===== src/rtl/txn_log_pkg.sv =====
// Shared constants, state encoding and hex helper for the transaction log formatter.
package txn_log_pkg;

    localparam int REC_LEN     = 12;
    localparam int ALPHA_RADIX = 26;

    localparam logic [7:0] ASC_NL   = 8'h0a;
    localparam logic [7:0] ASC_SP   = 8'h20;
    localparam logic [7:0] ASC_SEMI = 8'h3b;
    localparam logic [7:0] ASC_W    = 8'h57;
    localparam logic [7:0] ASC_R    = 8'h52;
    localparam logic [7:0] ASC_QM   = 8'h3f;
    localparam logic [7:0] ASC_A    = 8'h61;
    localparam logic [7:0] ASC_0    = 8'h30;

    typedef enum logic [2:0] {
        IDLE,
        DIVIDE,
        WRAP,
        EMIT,
        FLUSH
    } state_t;

    function automatic logic [7:0] nibble_to_hex(input logic [3:0] n);
        if (n < 4'd10) begin
            return ASC_0 + {4'h0, n};
        end
        return ASC_A + {4'h0, n} - 8'd10;
    endfunction

endpackage


===== src/rtl/txn_log_formatter_alpha_div26.sv =====
// Iterative subtract-26 divider: splits a transaction ID into the two-letter code digits j and k.
module alpha_div26
    import txn_log_pkg::*;
#(
    parameter int ID_W = 10
) (
    input  logic            clk,
    input  logic            rst,
    input  logic            start,
    input  logic [ID_W-1:0] id,
    output logic            done,
    output logic [ID_W-1:0] j,
    output logic [4:0]      k
);

    localparam logic [ID_W-1:0] DIVISOR = ID_W'(ALPHA_RADIX);

    logic [ID_W-1:0] rem;
    logic            busy;

    always_ff @(posedge clk) begin
        if (rst) begin
            busy <= 1'b0;
        end else if (start) begin
            busy <= 1'b1;
        end else if (busy && rem < DIVISOR) begin
            busy <= 1'b0;
        end
    end

    // Quotient and remainder hold after completion so the emitter can keep reading them.
    always_ff @(posedge clk) begin
        if (start) begin
            rem <= id;
            j   <= '0;
        end else if (busy && rem >= DIVISOR) begin
            rem <= rem - DIVISOR;
            j   <= j + 1'b1;
        end
    end

    assign done = busy && (rem < DIVISOR);
    assign k    = rem[4:0];

endmodule


===== src/rtl/txn_log_formatter.sv =====
// Formats monitored I2C transfer records into a line-wrapped ASCII character stream.
module txn_log_formatter
    import txn_log_pkg::*;
#(
    parameter int LINE_LEN = 76,
    parameter int ID_W     = 10
) (
    input  logic            clk_i,
    input  logic            rst_i,
    input  logic            txn_valid_i,
    output logic            txn_ready_o,
    input  logic [ID_W-1:0] txn_id_i,
    input  logic            txn_op_i,
    input  logic [6:0]      txn_addr_i,
    input  logic [7:0]      txn_data_i,
    input  logic            flush_i,
    output logic            ch_valid_o,
    input  logic            ch_ready_i,
    output logic [7:0]      ch_data_o,
    output logic [6:0]      col_o,
    output logic [15:0]     rec_cnt_o
);

    generate
        if (LINE_LEN < REC_LEN) begin : g_len_chk
            $error("txn_log_formatter: LINE_LEN must be at least REC_LEN");
        end
    endgenerate

    state_t          state;
    logic            flush_pend;
    logic [3:0]      idx;
    logic [6:0]      col;
    logic [15:0]     rec_cnt;
    logic            op_r;
    logic [6:0]      addr_r;
    logic [7:0]      data_r;
    logic            accept;
    logic            hs;
    logic            wrap_needed;
    logic            div_done;
    logic [ID_W-1:0] div_j;
    logic [4:0]      div_k;

    assign txn_ready_o = (state == IDLE) && !flush_pend && !rst_i;
    assign accept      = txn_valid_i && txn_ready_o;
    assign hs          = ch_valid_o && ch_ready_i;
    assign wrap_needed = (int'(col) + REC_LEN) > LINE_LEN;
    assign col_o       = col;
    assign rec_cnt_o   = rec_cnt;

    function automatic logic [7:0] rec_char(
        input logic [3:0]      i,
        input logic [ID_W-1:0] j,
        input logic [4:0]      k,
        input logic            op,
        input logic [6:0]      addr,
        input logic [7:0]      data
    );
        case (i)
            4'd0:    return (j <= ID_W'(25)) ? ASC_A + 8'(j) : ASC_QM;
            4'd1:    return ASC_A + {3'b000, k};
            4'd3:    return op ? ASC_W : ASC_R;
            4'd5:    return nibble_to_hex({1'b0, addr[6:4]});
            4'd6:    return nibble_to_hex(addr[3:0]);
            4'd8:    return nibble_to_hex(data[7:4]);
            4'd9:    return nibble_to_hex(data[3:0]);
            4'd10:   return ASC_SEMI;
            default: return ASC_SP;
        endcase
    endfunction

    alpha_div26 #(.ID_W(ID_W)) u_div (
        .clk   (clk_i),
        .rst   (rst_i),
        .start (accept),
        .id    (txn_id_i),
        .done  (div_done),
        .j     (div_j),
        .k     (div_k)
    );

    always_ff @(posedge clk_i) begin
        if (accept) begin
            op_r   <= txn_op_i;
            addr_r <= txn_addr_i;
            data_r <= txn_data_i;
        end
    end

    always_ff @(posedge clk_i) begin
        if (rst_i) begin
            state      <= IDLE;
            col        <= '0;
            rec_cnt    <= '0;
            ch_valid_o <= 1'b0;
            ch_data_o  <= 8'h00;
            flush_pend <= 1'b0;
            idx        <= '0;
        end else begin
            case (state)
                IDLE: begin
                    if (flush_pend) begin
                        if (col != '0) begin
                            state      <= FLUSH;
                            ch_valid_o <= 1'b1;
                            ch_data_o  <= ASC_NL;
                        end else begin
                            flush_pend <= 1'b0;
                        end
                    end else if (accept) begin
                        state <= DIVIDE;
                    end
                end
                DIVIDE: begin
                    if (div_done) begin
                        idx        <= '0;
                        ch_valid_o <= 1'b1;
                        if (wrap_needed) begin
                            state     <= WRAP;
                            ch_data_o <= ASC_NL;
                        end else begin
                            state     <= EMIT;
                            ch_data_o <= rec_char(4'd0, div_j, div_k, op_r, addr_r, data_r);
                        end
                    end
                end
                WRAP: begin
                    if (hs) begin
                        col       <= '0;
                        state     <= EMIT;
                        ch_data_o <= rec_char(4'd0, div_j, div_k, op_r, addr_r, data_r);
                    end
                end
                EMIT: begin
                    if (hs) begin
                        if (idx == 4'(REC_LEN - 1)) begin
                            ch_valid_o <= 1'b0;
                            col        <= col + 7'(REC_LEN);
                            rec_cnt    <= rec_cnt + 16'd1;
                            state      <= IDLE;
                        end else begin
                            idx       <= idx + 4'd1;
                            ch_data_o <= rec_char(idx + 4'd1, div_j, div_k, op_r, addr_r, data_r);
                        end
                    end
                end
                FLUSH: begin
                    if (hs) begin
                        ch_valid_o <= 1'b0;
                        col        <= '0;
                        flush_pend <= 1'b0;
                        state      <= IDLE;
                    end
                end
                default: state <= IDLE;
            endcase
            // A new request always wins over any clear made above in the same cycle.
            if (flush_i) begin
                flush_pend <= 1'b1;
            end
        end
    end

endmodule


===== config.mk =====
export PLATFORM = sky130hd
export DESIGN_NAME = txn_log_formatter
export DESIGN_NICKNAME = d
export VERILOG_FILES = /design/src/rtl/txn_log_pkg.sv /design/src/rtl/txn_log_formatter_alpha_div26.sv /design/src/rtl/txn_log_formatter.sv
export SDC_FILE = /design/constraint.sdc
export NUM_CORES = 1
export LEC_CHECK = 0
export CORE_ASPECT_RATIO = 0.5
export CORE_UTILIZATION = 45
export CTS_CLUSTER_DIAMETER = 60
export DETAILED_ROUTE_END_ITERATION = 6
export GPL_ROUTABILITY_DRIVEN = 0
export PLACE_DENSITY = 0.68
export SKIP_LAST_GASP = 1
export SYNTH_ARGS = -nofsm -noshare
export SYNTH_HDL_FRONTEND = slang
export SYNTH_SLANG_ARGS = --single-unit
export TNS_END_PERCENT = 20

===== constraint.sdc =====
create_clock -name clk_i -period 2.3 [get_ports clk_i]
set_input_delay 0.46 -clock clk_i [delete_from_list [all_inputs] [get_ports clk_i]]
set_output_delay 0.46 -clock clk_i [all_outputs]
set_load 0.01 [all_outputs]

==> run_1/pdn.png <==
Pins as bars on the die edge. Tap cells in grey.
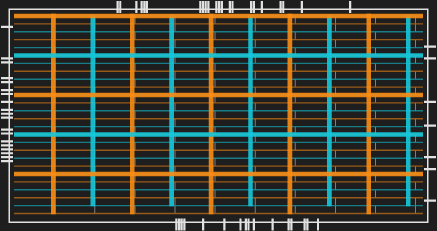
| net | colour |
|---|---|
| VDD | cyan |
| VSS | orange |
met5 straps: 5
signal pins: 64
tap cells: 135
met1 rails: 26
met4 straps: 10
area inside the core boundary: 9570 um^2
Peak VDD IR: 448 uV
overall die width: 144 um
vertical die size: 72.8 um

==> run_1/cell_classes.png <==
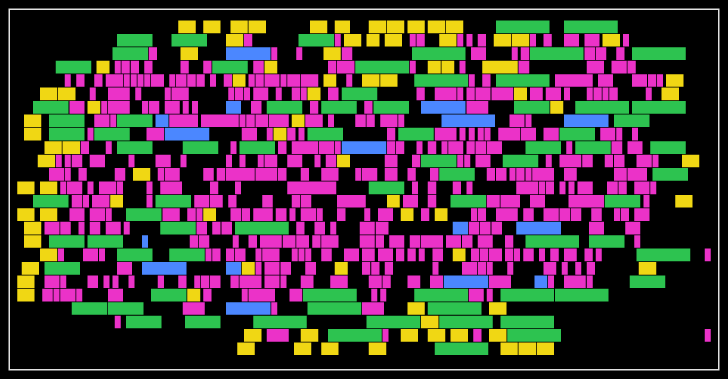
| class | colour | cells |
|---|---|---|
| clock drivers and dummy loads | blue | 16 |
| flip-flops | green | 75 |
| other buffers and delay cells | yellow | 85 |
| all other logic | magenta | 414 |

==> run_1/clock_map.png <==
The bar under the picture is 50 um long.
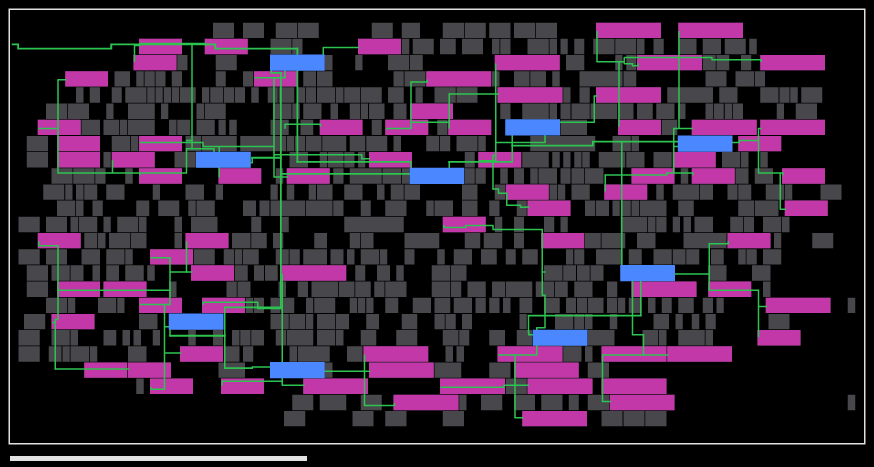
[flip-flops] magenta | count: 75
[clock wires] green | length: 1060 um
[cells driving clock nets] blue | count: 9
flops lie: all over the die
routed clock nets: 10
insertion delay of the later-clocked pin in the worst-skew pair: 0.34 ns
largest clock skew in the final design: 0.00566 ns

==> run summary, run 1 <==
Summary of implementation figures.

Placement
The number of placed instances, taps included, is roughly 710. The half-perimeter wire length after detailed placement is 7790 um. The cell area after placement is 5330 um^2.

The minimum setup slack after placement is -0.0136 ns. The count of input and output buffers is approximately 60.

Clock network
Clock tree synthesis found a total of roughly 75 sinks. Hold repair after CTS inserted 0 buffers. The number of CTS-inserted buffers is 9.

The clock transition time at the flip-flop clock pins of the worst setup and hold paths is 0.06 ns. TritonCTS built the clock tree. Looking at the post-CTS report, the setup buffer insertion count equals 0. The clock tree root buffer cell is clkbuf_16.

The depth of the CTS H-tree is 3. The number of gates resized after CTS is 2.

STA
The headroom to the max-slew limit is approximately 67%. The count of pins over their slew limit is 0. The total setup violations reported at the end of the flow is 0. The worst hold slack across all endpoints is ~0.47 ns. The worst-margin pin slew is approximately 0.49 ns. Derived from the worst setup path, the maximum achievable clock frequency is between 0.4 and 0.5 GHz.

Setup repair after global routing could not meet its margin everywhere. The final cycle utilization of the critical path is a little over nine tenths. The final critical delay including setup and external delays is between 2 and 2.5 ns. In the post-route analysis, the smallest setup slack over all paths is 0.102 ns. Adding up every negative setup slack in the final design gives 0 ns. The final-report hold violation count is 0.

Die
The I/O pin count is 64. According to the floorplan log, the row count is 25. The full die area is 10400 um^2. The count of inserted tapcells is roughly 140. For this configuration, the core starts out at a cell density of between 40% and 50%.

Layout
The number of inserted filler cells in the final layout is between 800 and 900. The final layout contains about 630 nets. The share of the final layout cell area in multi-input gates is between 40% and 50%.

The post-layout instance count excluding filler cells is 725. Non-clock buffering takes up between 10% and 20% of total cell area after layout. The final design was reported to hold multi-input combinational gates totalling around 400. The register fraction of the total cell area is a little under a third. The combined flip-flop and latch cell area is around 1800 um^2. The largest cell class by area is combinational gates.

There are about 75 flip-flops and latches. The number of flip-flops under the largest register name is 16. The final instance area is 5660 um^2.

The layout has 9 clock buffers. Per the final layout report, the fraction of cells sized above drive strength 1 comes to around 12%. Leaving out buffers and inverters, the combinational logic in the layout accounts for 2540 um^2. The layout inverter count without the clock tree is 25.

Among logic cells in the layout, the one with the most instances is nor2_1. In this run the layout overhead on the synthesized area is reported as 25.6%. The final layout report lists a non-clock buffer count of about 85. The post-layout utilization of the core is around 59%. The share of final layout cell area taken by clock buffers and inverters is under 10%. The final antenna diode tally reported by the flow is 0. Ranking logic cells in the layout by count gives the top entries nor2_1 (69), clkdlybuf4s50_1 (60), dfxtp_1 (49).

Routing
The detailed router used layers up to and including met4. The length of routed met3 wiring is between 600 and 700 um. The violation tally from detailed-route iteration zero is between 200 and 300.

The overall via count from detail_route is slightly below 4000. The remaining number of nets flagged by the antenna check after routing is 0. The first-pass iteration count of the detailed router is 5. TritonRoute output was used to compute an average wire per cell of 14.4 um. After detailed routing, the wire length on met1 is ~5500 um. The number of remaining DRC errors is 0.

The detailed-routed wire length on met2 is around 4300 um. Wires add up to between 10000 and 15000 um.

GRT
The global routing stage identified its most utilized layer as met1. The number of antenna violations at the first check in global routing came to 0. The overall routing resource usage is 21.7%. Entering global routing, the biggest net connects 36 pins. The global routing met3 resource utilization is under 10%.

The via count of the first global-routing pass is 3565. The met1 global-route usage is a little under a third. The first global-routing pass estimated between 15000 and 20000 um of wire. Recorded from the global router log, the overflow total was 0. The global routing met2 resource utilization is between 30 and 40%.

Setup path
For flop-to-flop paths, the worst setup slack is between 0.1 and 0.15 ns. Listed in order, past its start point the critical path passes ha_1 > nand2_1 > o211ai_1 > nand3_1 > o22ai_2 > o41ai_2 > a311oi_1. According to the timing report, the arrival time at the worst endpoint equals about 2.5 ns. The startpoint of the lowest-slack register-to-register path is idx[1]. The endpoint required time on the critical path is roughly 2.6 ns. Among all stages on the critical path, the largest delay is contributed by dfxtp_1. The timing report gives the biggest stage delay along the critical path as about 0.42 ns.

Per the timing report, the most critical flop-to-flop path finishes at ch_data_o[3]. The category of the most critical setup path is reg -> reg. The nature of the critical path endpoint is a register.

The maximum fanout count along the critical path is 6. The startpoint class of the critical path is a register. Counting both buffers and inverters, the worst setup path holds a total of 0.

Counting cells, the worst reg-to-reg path comes to 7. The dominant delay contributor by cell family on the critical path is AND-OR/OR-AND gates.

Yosys
The number of cell instances after yosys synthesis is approximately 500. The number of distinct library cells after synthesis is a little under 80. Summing the sequential cell areas from Yosys gives about two fifths of the chip area. The count of state elements after synthesis is around 75. The mean post-synth cell area is roughly 9 um^2. The most common cell in the netlist is nor2_1. Per the post-synthesis report, the number of cells in the design is 511. Post-synth the commonest register cell is dfxtp_1. Sorting the synthesized cells by area gives the leading types as dfxtp_1 (22%), edfxtp_1 (17%), nor2_1 (5.7%), xor2_1 (5.2%), ha_1 (4.7%). In the synthesis report, Yosys lists the chip area as ~4500 um^2.

The proportion of netlist area held by the largest area contributor is between 20% and 30%. The async set-reset flop share out of synthesis is 0%. The cell area that synthesis handed to floorplanning was ~4500 um^2. Summed over all instances, the cell type with the most area after synthesis is dfxtp_1. Ranked by instance count, the synthesized netlist is headed by nor2_1 (69), dfxtp_1 (49), nand2_1 (44). The Yosys warning count is 0.

The synthesized design contains 26 enable-type register cells.

Flow run
The count of tool warnings is 35. The max-capacitance violation count is 0.

Power
The switching part of the total power is ~35%. The power report attributes to the clock group a share of between 20% and 30%. Power attributed to the clock group is ~1.4 mW. The net switching component of the power is 1.66 mW. The post-layout total power is 4.81 mW. The largest part of the power goes to registers.

The power drawn by the sequential cells is roughly 1.8 mW. The combinational cell power is 1.55 mW. The static leakage is 2.16 nW.

The combinational share of power is between 30% and 40%. The ratio of total power to cell area is about 850 nW/um^2. The share of total power dissipated in sequential elements is between 30% and 40%. The design internal power is about 3.1 mW.

Status
The flow ran to the end, and the final reports show no timing, DRC or antenna violations.

Hold path
The number of stages on the worst hold path is 2. Looking at the hold checks, the worst path lands on ch_data_o[2]. In this run the most critical hold path is launched from ch_data_o[2]. The most critical min-delay path falls under reg -> reg.
[run 1: how the worst max path moves through the flow]
stage / from / endpoint / slack, ns / depth (start not counted)
after global routing: col_o[2] / ch_data_o[2] / -0.0008 / 8
after global placement: ch_ready_i / ch_data_o[0] / 0.02 / 7
final: idx[1] / ch_data_o[3] / 0.10 / 7
after detailed placement: ch_ready_i / ch_data_o[0] / -0.01 / 7
after CTS: idx[1] / ch_data_o[3] / 0.07 / 7
after floorplan: state[0] / u_div.rem[1] / 0.11 / 7
[run 1: logic make-up after synthesis]
logic type               Yosys count  synth area share, %
AND/OR/NAND/NOR                  206                 23.5
flip-flops                        75                 39.1
AND-OR/OR-AND                    116                 17.6
buffers and inverters             48                 5.44
XOR/XNOR                          41                 7.97
adder cells (fa/ha/maj)           17                 4.72
multiplexers                       7                 1.61
other                              1               0.0832
--- run 2 (diff from run 1) ---
--- a/config.mk
+++ b/config.mk
@@ -5,6 +5,7 @@
 export SDC_FILE = /design/constraint.sdc
 export NUM_CORES = 1
 export LEC_CHECK = 0
+export CAP_MARGIN = 20
 export CORE_ASPECT_RATIO = 0.5
 export CORE_UTILIZATION = 45
 export CTS_CLUSTER_DIAMETER = 60
==> run_2/clock_map.png <==
The bar under the picture is 50 um long.
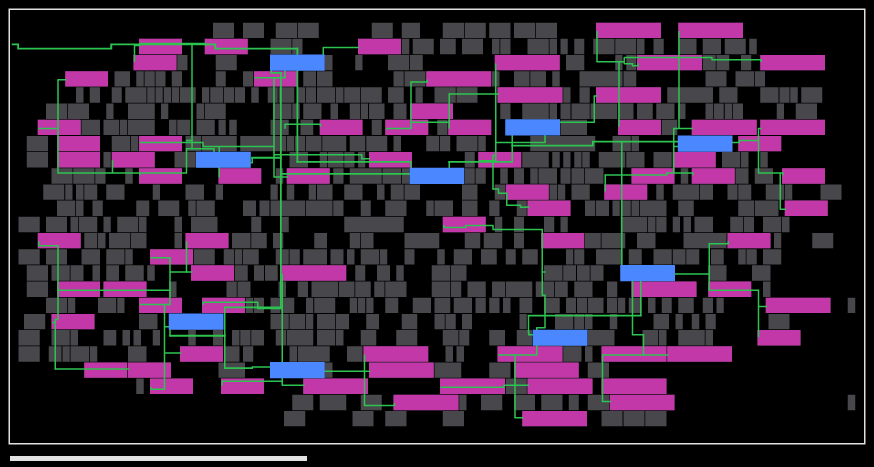
[flip-flops] magenta | count: 75
[clock wires] green | length: 1060 um
[cells driving clock nets] blue | count: 9
flops lie: all over the die

==> run 2 against run 1 <==
Fmax stayed put. Area after synthesis unchanged. Worst hold slack unchanged. First-iteration DRC count unchanged. Cell count unchanged. Largest cell class unchanged. Largest power group unchanged.
==> run summary, run 2 <==
Summary of implementation figures.

Setup path
The capturing point of the worst reg2reg path is ch_data_o[3]. The worst setup path is launched from a register. The arrival time of the worst setup path came to 2.45 ns (about the same).

The endpoint required time on the critical path was 2.55 ns (about the same). The critical path's slowest cell is dfxtp_1. The total stage count of the critical path is 7 (unchanged). The depth of the worst register-to-register path is 7 (unchanged). Looking at the setup timing report, the critical path kind is reg -> reg. The reg-to-reg setup timing slack came to 0.10 ns (about the same). The nature of the critical path endpoint is a register. The maximum fanout count along the critical path is 6 (unchanged).

GRT
The overflow left after global routing is 0 (unchanged). The first-pass GRT wire length is 17400 um (unchanged). The busiest layer in global routing is met1.

The overall routing resource usage is 21.7% (unchanged). The via count of the first global-routing pass was 3565 (unchanged). The global routing met3 resource utilization is 6.56% (unchanged).

Power
The power drawn by the sequential cells is 1.83 mW (about the same). The post-layout total power is 4.81 mW (unchanged). The clock network power share is 29.8% (about the same).

The net switching component of the power was 1.66 mW (unchanged). The switching part of the total power is 34.6% (unchanged). The combinational cell power is 1.55 mW (about the same).

The dominant power group in this design is registers. The static leakage was 2.16 nW (unchanged). The power dissipated in the clock network is 1.43 mW (about the same).

Clock network
The depth of the CTS H-tree was 3 (unchanged). The clock transition time at the flip-flop clock pins of the worst setup and hold paths is 0.06 ns (about the same). The total clock sinks is 75 (unchanged). TritonCTS built the clock tree.

Yosys
By count the netlist is led by nor2_1 (69), dfxtp_1 (49), nand2_1 (44). The async set-reset flop share out of synthesis was 0% (unchanged). The synthesized instance count was 511 (unchanged). The library cell with the largest summed area after synthesis is dfxtp_1. The count of state elements after synthesis came to 75 (unchanged). For reference, the top cells by area after synthesis are dfxtp_1 (22%), edfxtp_1 (17%), nor2_1 (5.7%), xor2_1 (5.2%), ha_1 (4.7%). The most common cell in the netlist is nor2_1.

The commonest register cell is dfxtp_1. The number of cell instances after yosys synthesis is 511 (unchanged). The mean post-synth cell area is 8.82 um^2 (unchanged).

The proportion of netlist area held by the largest area contributor is 21.8% (unchanged).

Routing
The average routed wire per standard cell came to 14.4 um (unchanged). The first-pass iteration count of the detailed router is 5 (unchanged). The met1 layer wirelength in the final routing is 5450 um (unchanged).

The number of remaining DRC errors is 0 (unchanged).

Placement
The number of cells in the design after placement is 709 (unchanged). The half-perimeter wire length after detailed placement is 7790 um (unchanged). The count of input and output buffers is 61 (unchanged).

STA
The final-report hold violation count is 0 (unchanged). The final cycle utilization of the critical path is 95.6% (unchanged). Setup repair after global routing could not meet its margin everywhere. The worst-margin pin slew is 0.494 ns (unchanged). The highest achievable clock rate came to 0.455 GHz (unchanged). The total setup violations reported at the end of the flow came to 0 (unchanged). The headroom to the max-slew limit is 66.6% (unchanged).

Die
The effective utilization at floorplan is 47.1% (unchanged). The full die area came to 10400 um^2 (unchanged).

Hold path
The endpoint with the worst hold slack is ch_data_o[2]. Per the hold report, the tightest min-delay path originates at ch_data_o[2]. The min-delay analysis places its worst path in the category reg -> reg.

Layout
The most common cell after layout, fill and taps aside is nor2_1. The proportion of layout cells with a drive suffix above 1 was 11.5% (unchanged). The post-layout utilization of the core is 59.2% (unchanged). The area overhead of the layout relative to synthesis was 25.6% (unchanged).

The number of nets at the end of the flow is 633 (unchanged).

Flow run
The max-capacitance violation count was 0 (unchanged).

Status
The flow ran to the end, and the final reports show no timing, DRC or antenna violations.
==> run 2: cell counts after synthesis <==
Identical to the previous run, type by type.
==> run 2: cell families (layout without fill, tap and decap cells) <==
family / after synthesis / after routing / share of synthesized area, %
AND/OR/NAND/NOR: 206 / 206 / 23.5
AND-OR/OR-AND: 116 / 116 / 17.6
flip-flops: 75 / 75 / 39.1
buffers and inverters: 48 / 126 / 5.44
XOR/XNOR: 41 / 41 / 7.97
adder cells (fa/ha/maj): 17 / 17 / 4.72
multiplexers: 7 / 7 / 1.61
other: 1 / 2 / 0.0832
==> run 2: cell type report <==
cell class	count	area, um^2
Fill cell	882	3910
Multi-Input combinational cell	389	2540
Sequential cell	75	1760
Timing Repair Buffer	85	802
Clock buffer	9	225
Tap cell	135	169
Inverter	25	93.8
Clock inverter	7	75.1
Power figures rest on the tool's default switching activity, not on a simulated workload.
